`src/rtl/conv_hfilter_if.sv`:
```
// Video beat bus for conv_hfilter: input beat fields plus the delayed output beat.
interface conv_hfilter_if #(
  parameter int WIDTH    = 8,
  parameter int CHANNELS = 3,
  parameter int X_BITS   = 11
);
  logic                      valid;
  logic                      packet_video;
  logic [1:0]                mode;
  logic [X_BITS-1:0]         x_in;
  logic [CHANNELS*WIDTH-1:0] data_in;
  logic                      valid_out;
  logic                      packet_video_out;
  logic [CHANNELS*WIDTH-1:0] data_out;

  // Source side: presents beats, observes filtered beats.
  modport master (
    output valid, packet_video, mode, x_in, data_in,
    input  valid_out, packet_video_out, data_out
  );

  // Filter side.
  modport slave (
    input  valid, packet_video, mode, x_in, data_in,
    output valid_out, packet_video_out, data_out
  );
endinterface

```
`src/rtl/conv_hfilter.sv`:
```
// Horizontal sliding-window filter (bypass / box average / max / min) per channel,
// with left-edge replication and a fixed two-stage pipeline.
module conv_hfilter #(
  parameter int WIDTH    = 8,
  parameter int CHANNELS = 3,
  parameter int TAPS     = 3,
  parameter int X_BITS   = 11
) (
  input logic           clk,
  input logic           rst,
  conv_hfilter_if.slave bus
);
  localparam int SW = WIDTH + 3;
  localparam logic [SW-1:0] TAPS_DIV = SW'(TAPS);

  typedef enum logic [1:0] {
    MODE_BYPASS = 2'd0,
    MODE_BOX    = 2'd1,
    MODE_MAX    = 2'd2,
    MODE_MIN    = 2'd3
  } mode_t;

  logic [WIDTH-1:0]          hist [CHANNELS][TAPS-1];
  logic [SW-1:0]             s1_next [CHANNELS];
  logic [SW-1:0]             s1_val [CHANNELS];
  mode_t                     s1_mode_next;
  mode_t                     s1_mode;
  logic                      s1_valid;
  logic                      s1_pv;
  logic [CHANNELS*WIDTH-1:0] out_next;
  logic                      row_start;
  logic [WIDTH-1:0]          din_c;
  logic [WIDTH-1:0]          tap;
  logic [WIDTH-1:0]          mx;
  logic [WIDTH-1:0]          mn;
  logic [SW-1:0]             sum;
  logic [SW-1:0]             quot;

  assign row_start = (bus.x_in == '0);

  // Stage-1 window reduction; control beats are forced to bypass so they pass unchanged.
  always_comb begin
    s1_mode_next = bus.packet_video ? mode_t'(bus.mode) : MODE_BYPASS;
    din_c = '0;
    tap   = '0;
    mx    = '0;
    mn    = '0;
    sum   = '0;
    for (int unsigned c = 0; c < CHANNELS; c++) begin
      din_c = bus.data_in[c*WIDTH +: WIDTH];
      sum   = SW'(din_c);
      mx    = din_c;
      mn    = din_c;
      for (int unsigned k = 0; k < TAPS - 1; k++) begin
        tap = row_start ? din_c : hist[c][k];
        sum = sum + SW'(tap);
        if (tap > mx) mx = tap;
        if (tap < mn) mn = tap;
      end
      case (s1_mode_next)
        MODE_BYPASS: s1_next[c] = SW'(din_c);
        MODE_BOX:    s1_next[c] = sum;
        MODE_MAX:    s1_next[c] = SW'(mx);
        MODE_MIN:    s1_next[c] = SW'(mn);
      endcase
    end
  end

  // Stage-2 divide (box) or select (all other modes).
  always_comb begin
    out_next = '0;
    quot     = '0;
    for (int unsigned c = 0; c < CHANNELS; c++) begin
      quot = s1_val[c] / TAPS_DIV;
      out_next[c*WIDTH +: WIDTH] = (s1_mode == MODE_BOX) ? quot[WIDTH-1:0]
                                                         : s1_val[c][WIDTH-1:0];
    end
  end

  // Row history: shifts on video beats, reloads with the current pixel at x == 0.
  always_ff @(posedge clk) begin
    if (!rst) begin
      for (int unsigned c = 0; c < CHANNELS; c++)
        for (int unsigned k = 0; k < TAPS - 1; k++)
          hist[c][k] <= '0;
    end else if (bus.valid && bus.packet_video) begin
      for (int unsigned c = 0; c < CHANNELS; c++) begin
        hist[c][0] <= bus.data_in[c*WIDTH +: WIDTH];
        for (int unsigned k = 1; k < TAPS - 1; k++)
          hist[c][k] <= row_start ? bus.data_in[c*WIDTH +: WIDTH] : hist[c][k-1];
      end
    end
  end

  // Stage-1 registers: reduced window plus beat tags; advances every cycle.
  always_ff @(posedge clk) begin
    if (!rst) begin
      s1_valid <= 1'b0;
      s1_pv    <= 1'b0;
      s1_mode  <= MODE_BYPASS;
      for (int unsigned c = 0; c < CHANNELS; c++) s1_val[c] <= '0;
    end else begin
      s1_valid <= bus.valid;
      s1_pv    <= bus.packet_video;
      s1_mode  <= s1_mode_next;
      for (int unsigned c = 0; c < CHANNELS; c++) s1_val[c] <= s1_next[c];
    end
  end

  // Output registers: data and packet tag hold their last value across bubbles.
  always_ff @(posedge clk) begin
    if (!rst) begin
      bus.valid_out        <= 1'b0;
      bus.packet_video_out <= 1'b0;
      bus.data_out         <= '0;
    end else begin
      bus.valid_out <= s1_valid;
      if (s1_valid) begin
        bus.packet_video_out <= s1_pv;
        bus.data_out         <= out_next;
      end
    end
  end
endmodule

```
`src/flat_wrapper.sv`:
```
// flat-port wrapper written by rule: the top's interface ports become plain ports
module conv_hfilter_flat 
#(
  parameter int WIDTH    = 8,
  parameter int CHANNELS = 3,
  parameter int TAPS     = 3,
  parameter int X_BITS   = 11
)
  (clk, rst, bus_valid, bus_packet_video, bus_mode, bus_x_in, bus_data_in, bus_valid_out, bus_packet_video_out, bus_data_out);
  conv_hfilter_if #(.WIDTH(WIDTH), .CHANNELS(CHANNELS), .X_BITS(X_BITS)) bus_i ();
  input logic clk;
  input logic rst;
  input wire logic [$bits(bus_i.valid)-1:0] bus_valid;
  input wire logic [$bits(bus_i.packet_video)-1:0] bus_packet_video;
  input wire logic [$bits(bus_i.mode)-1:0] bus_mode;
  input wire logic [$bits(bus_i.x_in)-1:0] bus_x_in;
  input wire logic [$bits(bus_i.data_in)-1:0] bus_data_in;
  output wire logic [$bits(bus_i.valid_out)-1:0] bus_valid_out;
  output wire logic [$bits(bus_i.packet_video_out)-1:0] bus_packet_video_out;
  output wire logic [$bits(bus_i.data_out)-1:0] bus_data_out;
  assign bus_i.valid = bus_valid;
  assign bus_i.packet_video = bus_packet_video;
  assign bus_i.mode = bus_mode;
  assign bus_i.x_in = bus_x_in;
  assign bus_i.data_in = bus_data_in;
  assign bus_valid_out = bus_i.valid_out;
  assign bus_packet_video_out = bus_i.packet_video_out;
  assign bus_data_out = bus_i.data_out;
  conv_hfilter #(.WIDTH(WIDTH), .CHANNELS(CHANNELS), .TAPS(TAPS), .X_BITS(X_BITS)) u_core (.clk(clk), .rst(rst), .bus(bus_i));
endmodule
```
`config.mk`:
```
export PLATFORM = sky130hd
export DESIGN_NAME = conv_hfilter_flat
export DESIGN_NICKNAME = d
export VERILOG_FILES = /design/src/rtl/conv_hfilter_if.sv /design/src/rtl/conv_hfilter.sv /design/src/flat_wrapper.sv
export SDC_FILE = /design/constraint.sdc
export NUM_CORES = 1
export LEC_CHECK = 0
export ABC_CLOCK_PERIOD_IN_PS = 12400
export CORE_MARGIN = 2
export CORE_UTILIZATION = 60
export CTS_CLUSTER_SIZE = 20
export DETAILED_ROUTE_END_ITERATION = 10
export PLACE_DENSITY = 0.88
export REMOVE_ABC_BUFFERS = 1
export SLEW_MARGIN = 20
export SYNTH_ARGS = -nofsm -noshare
export SYNTH_HDL_FRONTEND = slang
export SYNTH_SLANG_ARGS = --single-unit
export TNS_END_PERCENT = 5
```
`constraint.sdc`:
```
create_clock -name clk -period 12.4 [get_ports clk]
set_input_delay 2.48 -clock clk [delete_from_list [all_inputs] [get_ports clk]]
set_output_delay 2.48 -clock clk [all_outputs]
set_load 0.01 [all_outputs]
```
Figure 1. Signal metal coverage by tile (run 1).
The die is cut into 28 by 28 equal tiles; dark blue is low, red is high, scaled to the fullest tile. Values are wire area over tile area, all layers added.
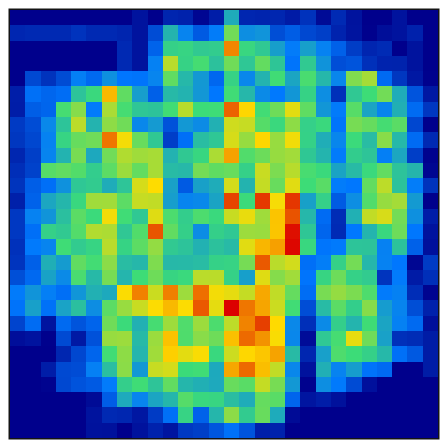
- emptiest ninth of the die: bottom right
- tiles over half the peak: 30%
- fullest tile: 0.70
- nearly empty tiles: 13%
- mean over tiles: 0.25
GRT Total Usage: 30.0%
detailed-route wire length per cell: 17.7 um
total wire length: 29.8 mm
DR vias: 10,757

Figure 2. Sizing map (run 1).
Bar = 50 um.
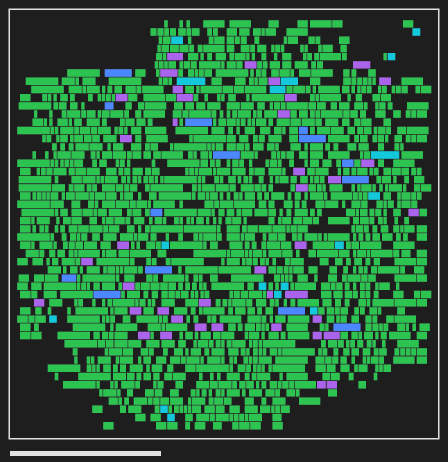
- drive 6 and up: blue (cells 14; most used clkbuf_16)
- drive 3 to 4: cyan (cells 17; most used buf_4)
- drive 2: purple (cells 40; most used mux2_2)
- drive 1 or less: green (cells 1,380; most used a21oi_1)
Final Instance Area: 0.0124 mm^2
Final Worst Setup Slack: 3.32 ns
Layout area overhead: 8.69%

==> impl_metrics.toml, run 1 <==
# implementation run metrics
[power]
p_clk_uw = 289
p_int_uw = 801
fin_total_pwr_mw = 1.31
p_comb_share_pct = 44.7
powerComb_uw = 587

[final_timing]
final_max_slew_viol_count = 0
tightest_slew_ns = 1.07
setup_viol = 0
fmax_mhz = 110
hold_viol = 0

[logic_synthesis]
ff_type = "dfxtp_1"
yosys.area_share.simple_pct = 17.6
topCombFamilyByArea = "AND-OR/OR-AND gates"
synthArstFlopShare_pct = 0
mux_area_share_pct = 8.19
yosysTopAreaCell = "ha_1"
top_cells_by_count = "a21oi_1, ha_1, nor2_1"
synth_seq_share_pct = 23.1
synth.cell_area_mm2 = 0.0114
yosys.area.top_type_share_pct = 14.2
aoi_share_pct = 25.7

[global_routing]
grt_pass1_vias = 10333
grt_max_degree = 53

[clock_tree]
cts_sinks = 108

[placement]
place_area_mm2 = 0.0121

[floorplanning]
core_region_area_mm2 = 0.0187

[finish]
seq_area_mm2 = 0.00264
post-route-util_pct = 66.3
nets = 1623

[worst_setup_path]
cp_num_buf_inv = 3
cp_cell_sequence = "clkdlybuf4s50_1 -> nor4_1 -> nand3_2 -> nand2_1 -> nand2_1 -> ha_1 -> inv_1 -> o31ai_1 -> o22ai_1 -> nor2_1 -> mux2i_1 -> ha_1 -> and3_1 -> nand4_1 -> o21ai_0 -> a21oi_1 -> inv_1 -> mux2i_1 -> a221oi_1 -> o22ai_1"
crit_cells = 20
crit_slowest_cell = "nand3_2"
cp_max_fo = 52

[hold_path]
min_to = "u_core.bus.data_out[20]$_SDFFE_PN0P_"

[status]
status = "complete, no violations"
Figure 3. Cell placement (run 1).
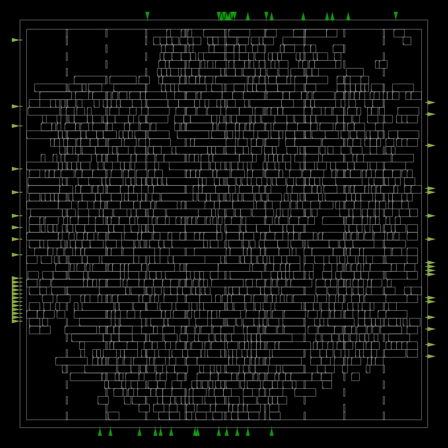
sequential portion of the cell area: 21.3%
Post-Layout Cell Count: 1,685

==> run 1: metal layers <==
layer	share of wire [%]	GRT usage, %	vias to the layer above
met2	46	50.2	464
met3	7.5	4.98	90
met5	0	0	-
met1	43	38.4	4987
met4	3.5	13.0	0
li1	-	-	5216
==> run 1: registers in the layout, summed over array words and instances, names as in the netlist <==
register and cells:
u_core.bus.data_out 24, u_core.bus.packet_video_out 1, u_core.bus.valid_out 1, u_core.hist 48, u_core.s1_mode 2, u_core.s1_pv 1, u_core.s1_val 30, u_core.s1_valid 1
==> run 1: cells by family (layout without fill, tap and decap cells) <==
kind of cell	Yosys count	after routing
AOI/OAI and AO/OA	453	453
xor gates and xnor gates	47	47
adders and majority gates	136	136
buffers and inverters	182	195
DFF	108	108
muxes	90	90
and+or+nand+nor	422	422
Figure 4. Clock distribution (run 1).
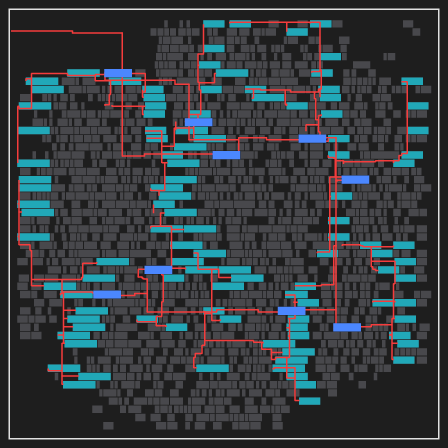

==> run 2: changes to the inputs <==
--- a/config.mk
+++ b/config.mk
@@ -5,12 +5,12 @@
 export SDC_FILE = /design/constraint.sdc
 export NUM_CORES = 1
 export LEC_CHECK = 0
-export ABC_CLOCK_PERIOD_IN_PS = 12400
+export ABC_CLOCK_PERIOD_IN_PS = 7300
 export CORE_MARGIN = 2
-export CORE_UTILIZATION = 60
+export CORE_UTILIZATION = 56
 export CTS_CLUSTER_SIZE = 20
 export DETAILED_ROUTE_END_ITERATION = 10
-export PLACE_DENSITY = 0.88
+export PLACE_DENSITY = 0.87
 export REMOVE_ABC_BUFFERS = 1
 export SLEW_MARGIN = 20
 export SYNTH_ARGS = -nofsm -noshare
==> constraint.sdc (replaced) <==
create_clock -name clk -period 7.3 [get_ports clk]
set_input_delay 1.46 -clock clk [delete_from_list [all_inputs] [get_ports clk]]
set_output_delay 1.46 -clock clk [all_outputs]
set_load 0.01 [all_outputs]
Figure 5. Clock distribution (run 2).
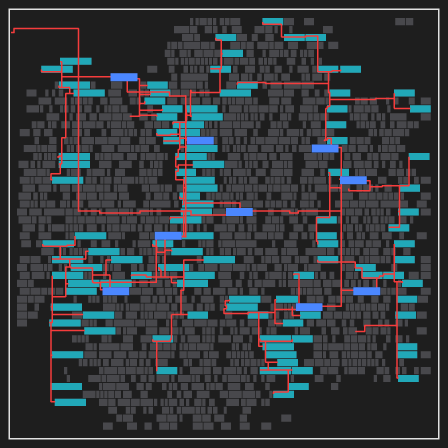
- flip-flops: cyan (count 108)
- cells driving clock nets: blue (count 9)
- clock wires: red (length 1,440 um)
- routed clock nets: 10
clock-net power: 472 uW
Setup Skew: 0.00740 ns
worst-skew pair later-pin latency: 0.36 ns

==> impl_metrics.toml, run 2 <==
# implementation run metrics
[logic_synthesis]
ff_type = "dfxtp_1"
mux_area_share_pct = 8.19
synth_seq_share_pct = 23.1
synthArstFlopShare_pct = 0
yosysTopAreaCell = "ha_1"
yosys.area.top_type_share_pct = 14.2

[final_timing]
setup_slack_ns = 0.624
fmax_mhz = 150
final_max_slew_viol_count = 0
hold_viol = 0
setup_viol = 0

[global_routing]
grt_pass1_vias = 10331
gr-usage-met2_pct = 47.6
gr-usage-all-layers_pct = 28.2
grt_max_degree = 53
met1_usage_pct = 35.9
grt_busiest_layer = "met2"

[status]
status = "complete, no violations"

[finish]
post-route-util_pct = 62.2
largest_reg_flops = 48
areaGrowthSynthToFinish_pct = 9.52
nets = 1631
reg.largest.list = "u_core.hist: 48 flops, u_core.s1_val: 30 flops, u_core.bus.data_out: 24 flops"
stdcell_count = 1729

[routing]
highest_layer = "met4"
vias = 10762
drt_wl_total_mm = 30.7
wire_per_inst_um = 17.8

[clock_tree]
cts_sinks = 108

[worst_setup_path]
crit_slowest_cell = "o22ai_1"
cp_max_fo = 52
crit_cells = 23

[power]
fin_total_pwr_mw = 2.23
-- run 2: cell count changes in the layout (fill, tap and decap cells not counted) --
cell	previous run	this run
nor3_1	27	26
inv_8	2	1
clkinv_2	1	0
clkbuf_8	1	0
clkinvlp_4	0	1
nor3_2	1	2
clkinv_1	2	3
buf_4	10	18
clkinv_4	1	3
clkbuf_1	0	1
inv_6	2	0
-- run 2: power by group --
group	leakage, nW	total, mW	internal, mW	switching [mW]
Clock	0.132	0.472	0.235	0.238
Sequential	0.998	0.739	0.676	0.0625
Combinational	4.33	1.02	0.444	0.572
Total	5.46	2.23	1.36	0.873
-- run 2: worst reg2reg max path: cells and delay by family, from the launching register on --
family	cells	cell delay, ns
fa+ha+maj	2	0.60
flops	1	0.44
buf+inv	2	0.27
simple gates	4	0.52
compound gates	8	2.10
mux	2	0.66
Power figures rest on the tool's default switching activity, not on a simulated workload.
